[config.mk]
export PLATFORM = sky130hd
export DESIGN_NAME = serial_stream_piso
export DESIGN_NICKNAME = d
export VERILOG_FILES = /design/src/rtl/serial_stream_piso_pkg.sv /design/src/rtl/serial_stream_piso_mod_n_counter.sv /design/src/rtl/serial_stream_piso.sv
export SDC_FILE = /design/constraint.sdc
export NUM_CORES = 1
export LEC_CHECK = 0
export CORE_UTILIZATION = 37
export CTS_CLUSTER_SIZE = 24
export DETAILED_ROUTE_END_ITERATION = 8
export GPL_ROUTABILITY_DRIVEN = 0
export PLACE_DENSITY = 0.66
export SKIP_LAST_GASP = 1
export SYNTH_ARGS = -nofsm -noshare
export SYNTH_HDL_FRONTEND = slang
export SYNTH_SLANG_ARGS = --single-unit
[constraint.sdc]
create_clock -name clk -period 3.9 [get_ports clk]
set_input_delay 1.17 -clock clk [delete_from_list [all_inputs] [get_ports clk]]
set_output_delay 1.17 -clock clk [all_outputs]
set_load 0.01 [all_outputs]
[src/rtl/serial_stream_piso_pkg.sv]
// -----------------------------------------------------------------------------
// serial_pkg
//   Shared definitions for the serial stream serializer and its helpers:
//   FSM state encoding, the default word width and the bit-counter width
//   helper.
//   No ports (package).
// -----------------------------------------------------------------------------
package serial_pkg;

    localparam int DEFAULT_WIDTH = 8;

    localparam logic [1:0] ST_IDLE   = 2'd0;
    localparam logic [1:0] ST_SHIFT  = 2'd1;
    localparam logic [1:0] ST_PARITY = 2'd2;

    typedef enum logic [1:0] {
        S_IDLE   = ST_IDLE,
        S_SHIFT  = ST_SHIFT,
        S_PARITY = ST_PARITY
    } state_t;

    // Width of a counter that indexes WIDTH bit positions (at least 1 bit).
    function automatic int CNT_W(input int width);
        return (width <= 2) ? 1 : $clog2(width);
    endfunction

endpackage

[src/rtl/serial_stream_piso_mod_n_counter.sv]
// -----------------------------------------------------------------------------
// mod_n_counter
//   Loadable / clearable modulo-N up-counter with terminal-count flag.
//   Priority: clear > load > count enable. Counting past N-1 wraps to 0.
//
//   Ports:
//     clk         in   rising-edge clock
//     rst_n       in   asynchronous active-low reset (count -> 0)
//     i_clr       in   synchronous clear to 0
//     i_load      in   synchronous load of i_load_val
//     i_load_val  in   value loaded when i_load is high
//     i_en        in   count enable
//     o_cnt       out  current count
//     o_tc        out  high while o_cnt == N-1
// -----------------------------------------------------------------------------
module mod_n_counter #(
    parameter int N = 8,
    parameter int W = 3
) (
    input  logic         clk,
    input  logic         rst_n,
    input  logic         i_clr,
    input  logic         i_load,
    input  logic [W-1:0] i_load_val,
    input  logic         i_en,
    output logic [W-1:0] o_cnt,
    output logic         o_tc
);

    localparam logic [W-1:0] LAST = W'(N - 1);

    logic [W-1:0] r_cnt;
    logic         w_tc;

    assign w_tc = (r_cnt == LAST);

    always_ff @(posedge clk or negedge rst_n) begin
        if (!rst_n) begin
            r_cnt <= '0;
        end else if (i_clr) begin
            r_cnt <= '0;
        end else if (i_load) begin
            r_cnt <= i_load_val;
        end else if (i_en) begin
            r_cnt <= w_tc ? '0 : (r_cnt + W'(1));
        end
    end

    assign o_cnt = r_cnt;
    assign o_tc  = w_tc;

endmodule

[src/rtl/serial_stream_piso.sv]
// -----------------------------------------------------------------------------
// serial_stream_piso
//   Parallel-in / serial-out word serializer. A WIDTH-bit word is accepted on
//   a valid/ready handshake and streamed one bit per clock on ser_out, flagged
//   by ser_valid. A new word can be accepted during the last bit of the
//   previous one, so back-to-back words stream without gaps.
//
//   Optional feature macro: SERIAL_STREAM_PISO_PARITY_EN
//     defined   -> an even-parity bit (XOR of the data bits) follows each word
//     undefined -> words are exactly WIDTH cycles long, no parity logic
//
//   Parameters:
//     WIDTH      data word width (2..32)
//     MSB_FIRST  1: bit WIDTH-1 first, 0: bit 0 first
//
//   Ports:
//     clk        in   rising-edge clock
//     rst        in   asynchronous active-low reset
//     in_data    in   word to serialize, sampled on the accept edge
//     in_valid   in   in_data is presented
//     in_ready   out  block can accept a word this cycle (combinational)
//     ser_out    out  serial bit (registered)
//     ser_valid  out  ser_out carries a data or parity bit (registered)
//     word_done  out  cycle carries the last bit of a word (combinational)
// -----------------------------------------------------------------------------
module serial_stream_piso
    import serial_pkg::*;
#(
    parameter int WIDTH     = DEFAULT_WIDTH,
    parameter bit MSB_FIRST = 1'b1
) (
    input  logic             clk,
    input  logic             rst,
    input  logic [WIDTH-1:0] in_data,
    input  logic             in_valid,
    output logic             in_ready,
    output logic             ser_out,
    output logic             ser_valid,
    output logic             word_done
);

    localparam int            CW       = CNT_W(WIDTH);
    localparam logic [CW-1:0] LAST_CNT = CW'(WIDTH - 1);

    state_t           r_state;
    state_t           w_state_nxt;
    logic [WIDTH-1:0] r_shift;
    logic             r_ser_out;
    logic             r_ser_valid;
`ifdef SERIAL_STREAM_PISO_PARITY_EN
    logic             r_par;
`endif

    logic [CW-1:0]    w_bit_cnt;
    logic             w_cnt_tc;
    logic             w_last_bit;
    logic             w_ready;
    logic             w_accept;
    logic             w_more_bits;
    logic             w_next_bit;

    // Move the register one position toward the output end.
    function automatic logic [WIDTH-1:0] shift_one(input logic [WIDTH-1:0] v);
        return MSB_FIRST ? (v << 1) : (v >> 1);
    endfunction

    // Bit at the output end of a word in emission order.
    function automatic logic out_end(input logic [WIDTH-1:0] v);
        return MSB_FIRST ? v[WIDTH-1] : v[0];
    endfunction

    mod_n_counter #(
        .N (WIDTH),
        .W (CW)
    ) u_bit_cnt (
        .clk        (clk),
        .rst_n      (rst),
        .i_clr      (w_accept),
        .i_load     (1'b0),
        .i_load_val ('0),
        .i_en       (r_state == S_SHIFT),
        .o_cnt      (w_bit_cnt),
        .o_tc       (w_cnt_tc)
    );

`ifdef SERIAL_STREAM_PISO_PARITY_EN
    assign w_last_bit = (r_state == S_PARITY);
`else
    assign w_last_bit = (r_state == S_SHIFT) & w_cnt_tc;
`endif

    // Ready during idle or while the final bit of a word is on the line; the
    // rst term keeps ready low for the whole time reset is asserted.
    assign w_ready  = rst & ((r_state == S_IDLE) | w_last_bit);
    assign w_accept = in_valid & w_ready;

    assign w_more_bits = (r_state == S_SHIFT) & (w_bit_cnt != LAST_CNT);
    assign w_next_bit  = out_end(r_shift);

    always_ff @(posedge clk or negedge rst) begin
        if (!rst) begin
            r_state <= S_IDLE;
        end else begin
            r_state <= w_state_nxt;
        end
    end

    always_comb begin
        w_state_nxt = r_state;
        case (r_state)
            S_IDLE: begin
                if (w_accept) w_state_nxt = S_SHIFT;
            end
            S_SHIFT: begin
                if (w_cnt_tc) begin
`ifdef SERIAL_STREAM_PISO_PARITY_EN
                    w_state_nxt = S_PARITY;
`else
                    w_state_nxt = w_accept ? S_SHIFT : S_IDLE;
`endif
                end
            end
`ifdef SERIAL_STREAM_PISO_PARITY_EN
            S_PARITY: begin
                w_state_nxt = w_accept ? S_SHIFT : S_IDLE;
            end
`endif
            default: w_state_nxt = S_IDLE;
        endcase
    end

    // The first bit goes straight to the output register on accept, so the
    // shift register holds the word already advanced by one position and its
    // output end is always the next bit to show.
    always_ff @(posedge clk or negedge rst) begin
        if (!rst) begin
            r_shift     <= '0;
            r_ser_out   <= 1'b0;
            r_ser_valid <= 1'b0;
`ifdef SERIAL_STREAM_PISO_PARITY_EN
            r_par       <= 1'b0;
`endif
        end else if (w_accept) begin
            r_shift     <= shift_one(in_data);
            r_ser_out   <= out_end(in_data);
            r_ser_valid <= 1'b1;
`ifdef SERIAL_STREAM_PISO_PARITY_EN
            r_par       <= ^in_data;
`endif
        end else if (w_more_bits) begin
            r_shift     <= shift_one(r_shift);
            r_ser_out   <= w_next_bit;
            r_ser_valid <= 1'b1;
`ifdef SERIAL_STREAM_PISO_PARITY_EN
        end else if (r_state == S_SHIFT) begin
            r_ser_out   <= r_par;
            r_ser_valid <= 1'b1;
`endif
        end else begin
            r_ser_out   <= 1'b0;
            r_ser_valid <= 1'b0;
        end
    end

    assign in_ready  = w_ready;
    assign ser_out   = r_ser_out;
    assign ser_valid = r_ser_valid;
    assign word_done = w_last_bit;

endmodule

run_1/clock_map.png
The bar under the picture is 10 um long.
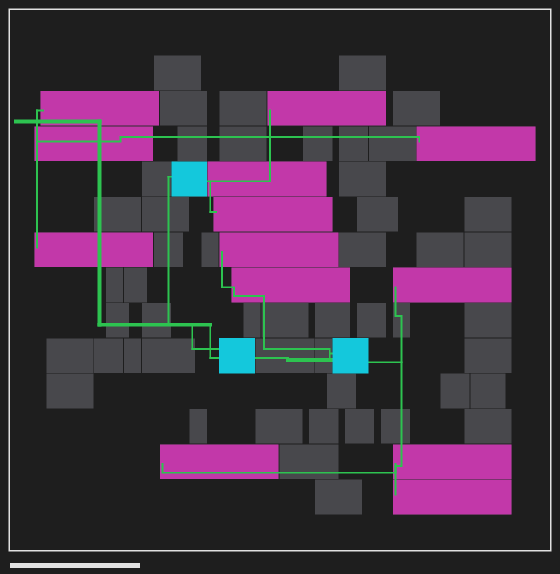
- magenta: flip-flops (count 13)
- green: clock wires (length 174 um)
- cyan: cells driving clock nets (count 3)
- routed clock nets: 4

run_1/met2.png
Cells faint in the background.
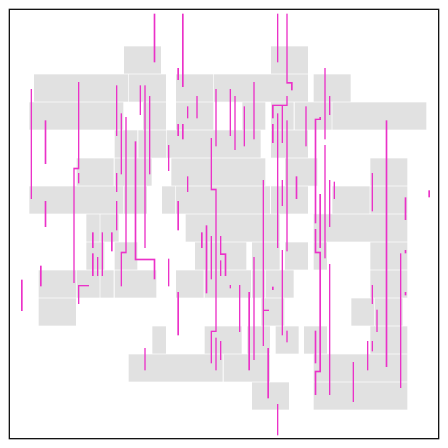
- share of all routed wire: 46%
- nets with wire on the layer: 66
- main direction: vertical
- wire length on this layer: 469 um
- longest straight run: 23.8 um

==> notes.md, run 1 <==
## Logic synthesis
* 16 — count of different cell masters after synthesis
* 0 — Syn. warnings
* 3.46% — mux frac, synth
* 12.1 um^2 — mean cell area of the mapped netlist
* 4.32% — post-synthesis adder-cell area fraction
* dfrtp_1 — dominant register cell in the synthesized netlist
* 0% — XOR/XNOR share of the synthesized area
* 13 — number of register bits inferred by synthesis
* 61 — Synthesized Nets
* 48 — Cells after Synth
* 13.0% — AO/OA Area Share
* 48 — ys cells

## Clocking
* 0 — post-CTS repair timing setup buffer count
* 0.27 ns — later-pin clock latency in the skew report
* 0 — total of hold buffers inserted after clock tree synthesis
* 13 — TritonCTS Sinks
* 1 — maximum level of the CTS H-tree
* clkbuf_4 — CTS root buf
* 0.08 ns — register clock-pin slew on the reported worst setup and hold paths
* 0 — Resized Gates After CTS

## Drt
* 484 um — routed metal-1 wirelength
* 1020 um — total detailed-routing wirelength
* 5.17 — via density per instance
* 419 — number of vias after detailed routing
* met4 — top routing layer used
* 468 um — routed wl met2
* 9 — number of design-rule violations left by the first detailed-router iteration
* 54 um — met3 wirelength from detailed routing

## Timing
* no — RSZ-0062 raised after global routing
* 3.45 ns — min Tclk post-route
* 0.490 ns — minimum hold slack
* 0.454 ns — smallest setup slack after layout
* 0.330 ns — actual slew at the worst max-slew pin
* 0 ns — Total Negative Setup Slacks
* 88.4% — cycle use final
* 78.0% — Slew HR

## Setup path
* 5 — number of cells on the worst reg-to-reg path
* input port — startpoint types
* in2out — critical path class
* 2.73 ns — Worst Path Required
* 2.28 ns — CP arrival
* 2 — buffers and inverters on the worst path
* buffers and inverters — Crit path max-delay family
* 0.52 ns — Critical Path Max Stage Delay
* clkdlybuf4s50_1 — Top cell by count, worst path
* output pin — crit path capture type
* u_bit_cnt.o_cnt[0] — startpoint of the worst-slack reg-to-reg timing path

## Outcome
* finished, final reports clean — status

## Place
* 738 um^2 — Post-Place Cell Area
* 77 — cell total after placement

## Cells and area
* 32.0% — area delta synth->final
* 80 — nets
* 9.09% — layout cells sized above 1
* 55.3% — share of the core filled with cells
* 239 um^2 — combinational gate area
* 0 — Inserted Diodes
* 764 um^2 — final non-filler cell area
* 325 um^2 — register area
* 118 — fill cell total of the finished layout

## Power
* 0.517 mW — total design power
* 353 uV — worst ir drop on vdd

## Global route
* 0 — GR Overflow Total
* 16 — maximum number of pins on one net before global-route repair

## Hold path
* 2 — Cells on Worst Hold Path
* reg2reg — hold crit path type

## Floorplan
* 41.6 um — die outline height
* 0.00173 mm^2 — chip area
* 13 — placement row count

run_1/metal_stack.png
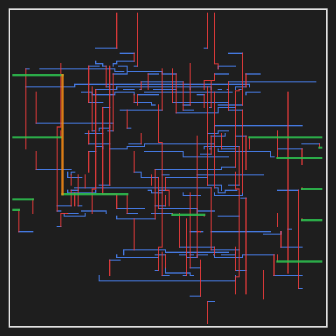
- red: met2 (wire length 469 um)
- green: met3 (wire length 54.7 um)
- orange: met4 (wire length 15.6 um)
- blue: met1 (wire length 485 um)

run_1/final_congestion.png
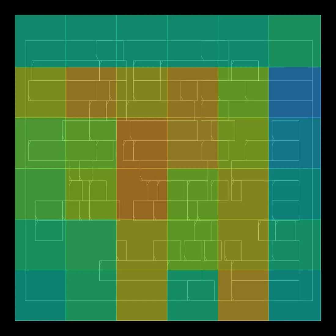
global route hottest layer: met2
met1 routing resource usage after global routing: 18.6%
met2 capacity usage during global routing: 19.7%
wire per inst: 12.6 um
Overall Global Routing Usage: 14.1%

[run 1: layout make-up]
type                            count  area share, %
Inverter                            2          0.982
Tap cell                           15           2.45
Sequential cell                    13           42.6
Timing Repair Buffer               15           19.3
Multi-Input combinational cell     32           31.3
Clock buffer                        4           3.44
[run 1: report_power, final]
group | internal (mW) | switching (mW)
Combinational | 0.115 | 0.100
Sequential | 0.190 | 0.0308
Clock | 0.0396 | 0.0426
[run 1: worst max path at each step]
stage	start	end	slack [ns]	cells after the start
final	rst	in_ready	0.45	3
after global routing	rst	in_ready	0.40	3
after CTS	rst	in_ready	0.45	3
after detailed placement	rst	in_ready	0.45	3
after global placement	rst	in_ready	0.45	3
after floorplan	rst	in_ready	1.41	1
[run 1: tightest hold or removal path, stage by stage, from the launching register on]
cell and delay, ns:
dfrtp_1 0.34, nand3_1 0.06, nand2_1 0.06
[run 1: sequential cells by signal (all words and copies together) (netlist names)]
signal           cells
r_state              1
u_bit_cnt.o_cnt      3
ser_out              1
r_shift              7
ser_valid            1
[run 1: cell usage after synthesis (2+ instances only)]
| library cell | n | area share (%) |
|---|---|---|
| dfrtp_1 | 13 | 56 |
| and2_1 | 9 | 9.7 |
| a221o_1 | 6 | 10 |
| ha_1 | 2 | 4.3 |
| inv_1 | 2 | 1.3 |
| mux2i_1 | 2 | 3.5 |
| nand2_1 | 2 | 1.3 |
| nand2b_1 | 2 | 2.2 |
| nand3_1 | 2 | 1.7 |
| nor2_1 | 2 | 1.3 |
[run 1: logic make-up after synthesis]
group,after synthesis
simple gates,20
fa+ha+maj,2
buf+inv,3
flops,13
compound gates,8
mux,2
[run 1: routing by layer]
metal	track usage [%]	vias up
li1	-	209
met1	18.6	196
met4	7.74	0
met3	5.65	2
met2	19.7	12
met5	0	-
run_1/met3.png
The bar under the picture is 10 um long. Cells faint in the background.
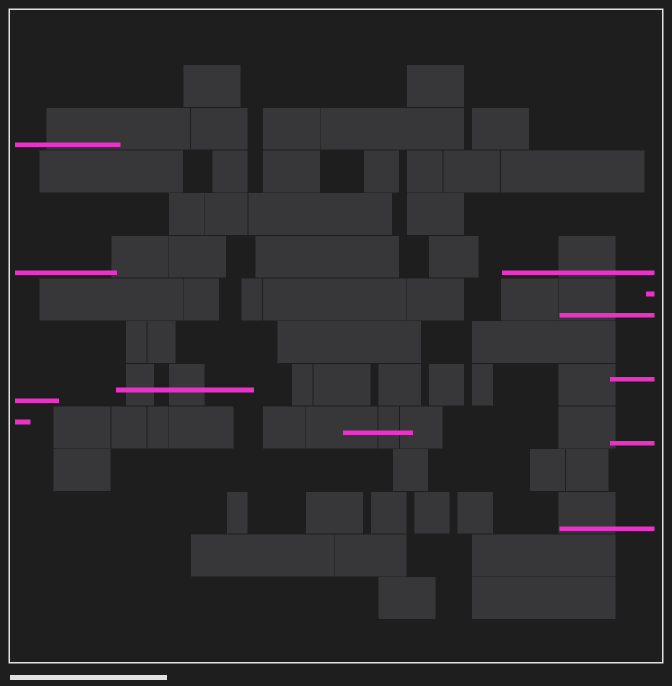

## Run 2: what changed since run 1
--- a/config.mk
+++ b/config.mk
@@ -6,9 +6,10 @@
 export NUM_CORES = 1
 export LEC_CHECK = 0
-export CORE_UTILIZATION = 37
+export CORE_AREA = 2 2 39 41
 export CTS_CLUSTER_SIZE = 24
 export DETAILED_ROUTE_END_ITERATION = 8
+export DIE_AREA = 0 0 41 43
 export GPL_ROUTABILITY_DRIVEN = 0
-export PLACE_DENSITY = 0.66
+export PLACE_DENSITY = 0.75
 export SKIP_LAST_GASP = 1
 export SYNTH_ARGS = -nofsm -noshare
==> constraint.sdc (replaced) <==
create_clock -name clk -period 3.9 [get_ports clk]
set_input_delay 0.39 -clock clk [delete_from_list [all_inputs] [get_ports clk]]
set_output_delay 0.39 -clock clk [all_outputs]
set_load 0.01 [all_outputs]
run_2/met3.png
The bar under the picture is 10 um long. Cells faint in the background.
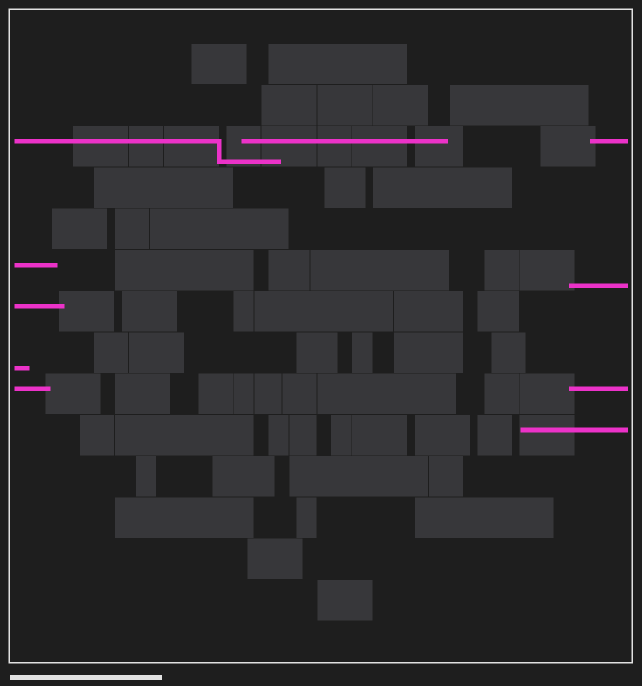
- longest straight run: 13.3 um
- nets with wire on the layer: 10

run_2/clock_map.png
The bar under the picture is 10 um long.
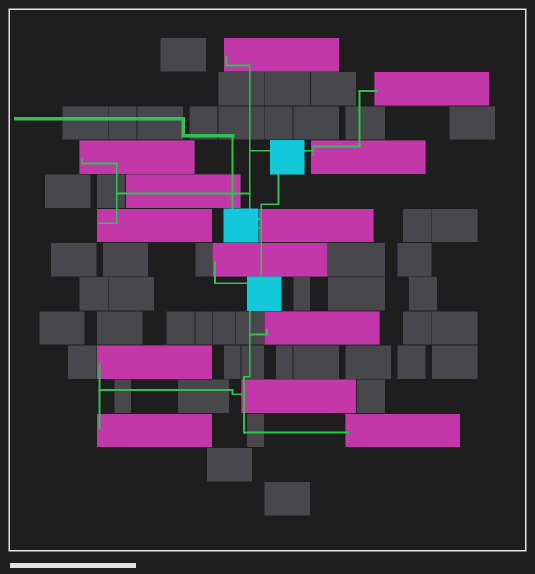
- magenta: flip-flops (count 13)
- cyan: cells driving clock nets (count 3)
- green: clock wires (length 135 um)
- routed clock nets: 4

==> notes.md, run 2 <==
## Outcome
* finished, final reports clean — status

## Floorplan
* 15 — number of primary I/O pins
* 41.9% — pre-placement core utilization
* 43 um — die outline height
* 14 — placement row count
* 0.00138 mm^2 — Core Region
* 41 um — width of the die
* 0.00176 mm^2 — chip area

## Cells and area
* 758 um^2 — final non-filler cell area
* 7 — number of flip-flops in the largest register
* r_shift — register name with the most flops
* 126 — fill cell total of the finished layout
* 30.9% — area delta synth->final
* 14 x clkdlybuf4s50_1, 13 x dfrtp_1, 9 x and2_1 — top library cells by usage in the layout, fill and taps aside
* 325 um^2 — register area
* 81 — tally of non-filler cells in the final layout
* 7.69% — layout cells sized above 1
* 54.8% — share of the core filled with cells
* clkdlybuf4s50_1 — most frequently placed logic cell in the final layout
* 79 — nets
* 0 — Inserted Diodes
* 239 um^2 — combinational gate area

## Setup path
* in2out — critical path class
* 16 — critical-path maximum fanout
* u_bit_cnt.o_cnt[0] — startpoint of the worst-slack reg-to-reg timing path
* 3.51 ns — Worst Path Required
* 2.01 ns — CP arrival
* output pin — crit path capture type
* rst — source of the critical timing path
* input port — startpoint types

## Power
* 41.7% — Comb pwr share
* 0.513 mW — total design power
* 0.344 mW — Int Pwr
* 33.1% — Sw Share
* 251 uV — worst ir drop on vdd
* 0.170 mW — total net switching power
* 677 mW/mm^2 — pwr/cell area
* 43.2% — Sequential Power Share
* 0.350 nW — leak pwr
* 15.1% — portion of total power attributed to the clock network

## Global route
* 12.8% — Overall Global Routing Usage
* 0 — number of antenna violations at the first check in global routing
* 0 — GR Overflow Total
* 17 — maximum number of pins on one net before global-route repair
* 356 — vias in the first global route
* 1520 um — first-pass GRT wire length

## Logic synthesis
* 16 — count of different cell masters after synthesis
* 13 — number of register bits inferred by synthesis
* dfrtp_1 56%, a221o_1 10%, and2_1 9.7%, ha_1 4.3%, mux2i_1 3.5% — Cell area leaders
* 61 — Synthesized Nets
* 48 — Cells after Synth
* 12.1 um^2 — mean cell area of the mapped netlist
* dfrtp_1 — most common cell in the netlist
* 0 — Syn. warnings
* 100% — post-synthesis async set-or-reset flop share
* 579 um^2 — summed standard-cell area reported by yosys
* dfrtp_1 — dominant register cell in the synthesized netlist
* 56.2% — post-synthesis sequential area ratio
* dfrtp_1 — most area-hungry cell type in the Yosys netlist
* 56.2% — fraction of synthesized cell area taken by the top area cell type
* 48 — ys cells
* 13 x dfrtp_1, 9 x and2_1, 6 x a221o_1 — most common library cells after synthesis
* 0 — count of flip-flops with a built-in enable after synthesis
* 579 um^2 — area of the mapped netlist

## Timing
* 61.4% — cycle use final
* 0.634 ns — actual slew at the worst max-slew pin
* 0 ns — Total Negative Setup Slacks
* 0 — final max-slew violation count
* 0.00137 ns — largest clock skew in the final design
* 0 — Final Hold Vio Count
* 0.507 ns — minimum hold slack
* 0.418 GHz — timing-limited maximum frequency
* 57.6% — Slew HR
* 0 — final setup fails
* no — RSZ-0062 raised after global routing
* 2.40 ns — min Tclk post-route
* 1.50 ns — smallest setup slack after layout

## Clocking
* 3 — TritonCTS buffer count
* 0.07 ns — register clock-pin slew on the reported worst setup and hold paths
* 1 — maximum level of the CTS H-tree
* 13 — TritonCTS Sinks
* 0.26 ns — later-pin clock latency in the skew report
* 2 — Max Buffers Root-to-Sink
* clkbuf_4 — CTS root buf
* 0 — Resized Gates After CTS
* 0 — total of hold buffers inserted after clock tree synthesis
* 0 — post-CTS repair timing setup buffer count
* yes — CTS tree

## Drt
* 0 — DRC Markers
* 13 — number of design-rule violations left by the first detailed-router iteration
* 5.25 — via density per instance
* 4 — iteration tally of the first detailed-router pass
* 11.5 um — wire per inst
* 0 — antenna-violating nets left
* 929 um — total detailed-routing wirelength
* 425 — number of vias after detailed routing

## Run
* 0 — Max-cap violations
* 26 — total tool warning count

## Hold path
* reg2reg — hold crit path type
* r_shift[4] — launch point of the worst hold path

## Place
* 1.46 ns — Setup Slack @ Placement
* 693 um — HPWL after DPL
* 14 — number of port buffers
* 77 — cell total after placement
* 732 um^2 — Post-Place Cell Area

[run 2: power groups by stage]
stage / Clock (mW) / Sequential [mW] / Combinational (mW)
3_3_place_gp: 0 / 0.224 / 0.210
4_1_cts: 0.0817 / 0.222 / 0.218
6_report: 0.0774 / 0.222 / 0.214
3_5_place_dp: 0 / 0.224 / 0.218
2_1_floorplan: 0 / 0.222 / 0.149
5_1_grt: 0.0894 / 0.229 / 0.240
[run 2: path summary, 6_finish.rpt]
kind,depth (start not counted),to,slack [ns]
min in group asynchronous,1,u_bit_cnt.o_cnt[0],0.52
max reg2reg,5,r_shift[5],2.10
min,1,r_shift[4],0.51
min reg2reg,1,r_shift[4],0.51
max,3,in_ready,1.50
max in group asynchronous,1,ser_valid,2.97
[run 2: logic make-up after synthesis]
kind of cell | Yosys count | share of synthesized area, %
AND/OR/NAND/NOR | 20 | 20.5
flip-flops | 13 | 56.2
AND-OR/OR-AND | 8 | 13.0
buffers and inverters | 3 | 2.59
multiplexers | 2 | 3.46
adder cells (fa/ha/maj) | 2 | 4.32
[run 2: layer usage]
layer | vias up | share of wire, % | global-route usage (%)
li1 | 204 | - | -
met1 | 209 | 47 | 19.9
met2 | 12 | 47 | 15.3
met3 | 0 | 6.0 | 4.71
met4 | 0 | 0 | 6.00
met5 | - | 0 | 0
[run 2: layout make-up]
| cell class | count | share of cell area (%) |
|---|---|---|
| Inverter | 2 | 0.990 |
| Timing Repair Buffer | 14 | 18.5 |
| Sequential cell | 13 | 42.9 |
| Clock buffer | 4 | 3.47 |
| Tap cell | 16 | 2.64 |
| Multi-Input combinational cell | 32 | 31.5 |
[run 2: worst max-delay path: stages]
cell             delay [ns]
clkdlybuf4s50_1        0.87
and2_1                 0.21
clkdlybuf4s50_1        0.52
run_2/metal_stack.png
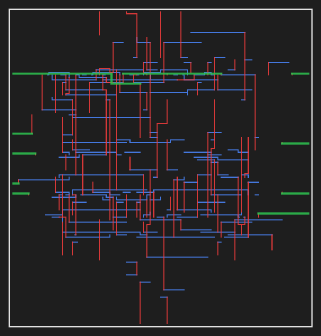

## Run 3: what changed since run 2
CORE_AREA = unset   (was 2 2 39 41)
CORE_ASPECT_RATIO = 1.1   (was unset)
CORE_UTILIZATION = 40   (was unset)
DIE_AREA = unset   (was 0 0 41 43)
PLACE_DENSITY = 0.73   (was 0.75)
clock period = 1.9 ns   (was 3.9 ns; I/O delays follow)
run_3/metal_stack.png
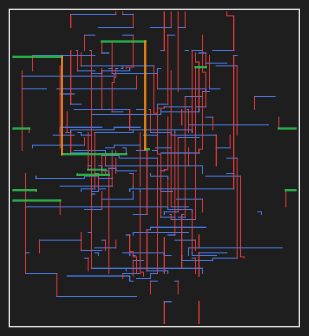
number of vias after detailed routing: 437
Overall Global Routing Usage: 18.1%

==> notes.md, run 3 <==
## Cells and area
* 7 — number of flip-flops in the largest register
* 32 — count of multi-input combinational gates
* r_shift — register name with the most flops
* 13 — layout sequential cell count
* 0 — Inserted Diodes
* 16 — Plain + repair buffers
* 57.1% — share of the core filled with cells
* 31.9% — combinational fraction of the cell area
* 19.6% — share of final layout cell area taken by non-clock buffers
* 3.37% — share of final layout cell area taken by clock buffers and inverters
* 4 — clk_buf instances
* 249 um^2 — combinational gate area
* 41.7% — sequential share of cell area
* 126 — fill cell total of the finished layout
* 81 — nets
* 2 — non-clock inverter total of the final layout
* 13 x dfrtp_1, 12 x clkdlybuf4s50_1, 9 x and2_1 — top library cells by usage in the layout, fill and taps aside
* dfrtp_1 — most frequently placed logic cell in the final layout
* 13.4% — layout cells sized above 1
* sequential cells — cell group occupying the most layout area
* 325 um^2 — register area
* 34.8% — area delta synth->final

## Clocking
* 0 — total of hold buffers inserted after clock tree synthesis
* 1 — maximum level of the CTS H-tree
* 0.28 ns — later-pin clock latency in the skew report
* 2 — Max Buffers Root-to-Sink
* 0.08 ns — register clock-pin slew on the reported worst setup and hold paths
* 13 — TritonCTS Sinks
* 3 — TritonCTS buffer count
* clkbuf_4 — CTS root buf
* yes — CTS tree
* 3 — Resized Gates After CTS
* 0 — post-CTS repair timing setup buffer count

## Timing
* 0.325 ns — actual slew at the worst max-slew pin
* 0 — final setup fails
* 1.83 ns — min Tclk post-route
* 0 — final max-slew violation count
* no — RSZ-0062 raised after global routing
* 0.00410 ns — largest clock skew in the final design
* 78.3% — Slew HR
* 0 ns — Total Negative Setup Slacks
* 0.546 GHz — timing-limited maximum frequency
* 96.4% — cycle use final
* 0 — Final Hold Vio Count

## Logic synthesis
* 12.1 um^2 — mean cell area of the mapped netlist
* dfrtp_1 — most common cell in the netlist
* dfrtp_1 56%, a221o_1 10%, and2_1 9.7%, ha_1 4.3%, mux2i_1 3.5% — Cell area leaders
* 13 x dfrtp_1, 9 x and2_1, 6 x a221o_1 — most common library cells after synthesis
* 0 — count of flip-flops with a built-in enable after synthesis
* 579 um^2 — summed standard-cell area reported by yosys
* 56.2% — fraction of synthesized cell area taken by the top area cell type
* 48 — ys cells
* 13 — number of register bits inferred by synthesis
* 100% — post-synthesis async set-or-reset flop share
* dfrtp_1 — dominant register cell in the synthesized netlist
* 579 um^2 — area of the mapped netlist
* 61 — Synthesized Nets
* 48 — Cells after Synth
* dfrtp_1 — most area-hungry cell type in the Yosys netlist
* 56.2% — post-synthesis sequential area ratio
* 16 — count of different cell masters after synthesis
* 0 — Syn. warnings

## Setup path
* 4 — critical-path maximum fanout
* output pin — crit path capture type
* 1.64 ns — CP arrival
* reg2out — critical path class
* flop — startpoint types
* 1.71 ns — Worst Path Required

## Floorplan
* 16 — total number of tap cells
* 38.3 um — width of the die
* 0.00137 mm^2 — Core Region
* 42.4% — pre-placement core utilization
* 14 — placement row count
* 0.00160 mm^2 — chip area
* 15 — number of primary I/O pins
* 41.9 um — die outline height

## Power
* 1390 mW/mm^2 — pwr/cell area
* 0.451 mW — Comb. pwr
* 720 uV — worst ir drop on vdd
* 0.368 nW — leak pwr
* sequential cells — leading power group
* 0.712 mW — Int Pwr
* 16.1% — portion of total power attributed to the clock network
* 0.372 mW — total net switching power
* 42.3% — Sequential Power Share
* 41.6% — Comb pwr share
* 0.175 mW — Clock net power
* 0.458 mW — sequential group power
* 34.3% — Sw Share

## Outcome
* finished, final reports clean — status

## Drt
* 13.2 um — wire per inst
* 484 um — routed metal-1 wirelength
* 536 um — routed wl met2
* 0 — DRC Markers
* 4 — number of design-rule violations left by the first detailed-router iteration
* met4 — top routing layer used
* 4 — iteration tally of the first detailed-router pass
* 1090 um — total detailed-routing wirelength
* 0 — antenna-violating nets left
* 5.27 — via density per instance
* 43 um — met3 wirelength from detailed routing

## Run
* 26 — total tool warning count
* 0 — Max-cap violations

## Global route
* 0 — GR Overflow Total
* 1950 um — first-pass GRT wire length
* 420 — vias in the first global route
* 0 — number of antenna violations at the first check in global routing
* 11 — maximum number of pins on one net before global-route repair

## Place
* 808 um — HPWL after DPL
* 14 — number of port buffers

## Hold path
* in2async — hold crit path type

run_3/clock_map.png
The bar under the picture is 10 um long.
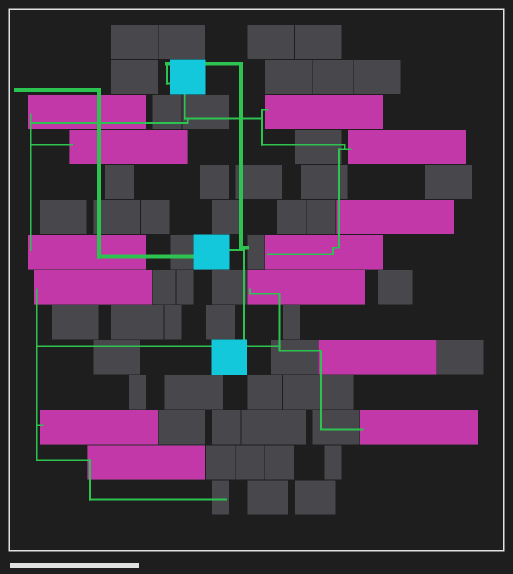
- cyan: cells driving clock nets (count 3)
- green: clock wires (length 195 um)
- magenta: flip-flops (count 13)
- routed clock nets: 4

run 3: cell types whose count changed in the layout (fill, tap and decap cells not counted):
cell and change:
buf_4 +2, clkdlybuf4s50_1 -2, dlygate4sd2_1 +2, ha_1 -1, ha_2 +1, nand2b_1 -1
nand2b_4 +1
run 3: metrics by stage:
step	hold slack [ns]	setup WS (ns)	instance area (um^2)	power (mW)	std cells
floorplan	-0.106	0.323	579	0.761	48
global placement	0.484	0.133	747	0.895	79
detailed placement	0.487	0.0871	747	0.912	79
CTS	0.283	0.0287	778	1.10	83
global route	0.300	0.000135	781	1.17	83
finish	0.273	0.0676	781	1.08	83
run 3: kinds of logic after synthesis:
family | Yosys count | share of synthesized area, %
compound gates | 8 | 13.0
fa+ha+maj | 2 | 4.32
buf+inv | 3 | 2.59
flops | 13 | 56.2
mux | 2 | 3.46
simple gates | 20 | 20.5
run 3: metal layers:
metal	vias up	GRT usage [%]
met5	-	0
met4	0	10.7
met3	4	4.81
met2	14	24.1
met1	210	26.0
li1	209	-
run 3: worst paths after layout:
check                                    from            endpoint  slack (ns)  depth (start not counted)
max in group asynchronous                 rst          r_shift[7]        1.45                          2
min reg2reg                u_bit_cnt.o_cnt[0]  u_bit_cnt.o_cnt[0]        0.50                          1
min                                       rst          r_shift[1]        0.27                          2
max reg2reg                u_bit_cnt.o_cnt[0]          r_shift[7]        0.10                          5
min in group clk                   in_data[0]          r_shift[1]        0.48                          3
max                        u_bit_cnt.o_cnt[0]            in_ready        0.07                          5
run 3: worst max-delay path, cell delays in order (launching register included):
cell and delay, ns:
dfrtp_1 0.40, ha_1 0.21, ha_2 0.18, nand2b_4 0.15, and2_1 0.15, dlygate4sd2_1 0.27
Power is estimated from default activity; no workload was simulated.
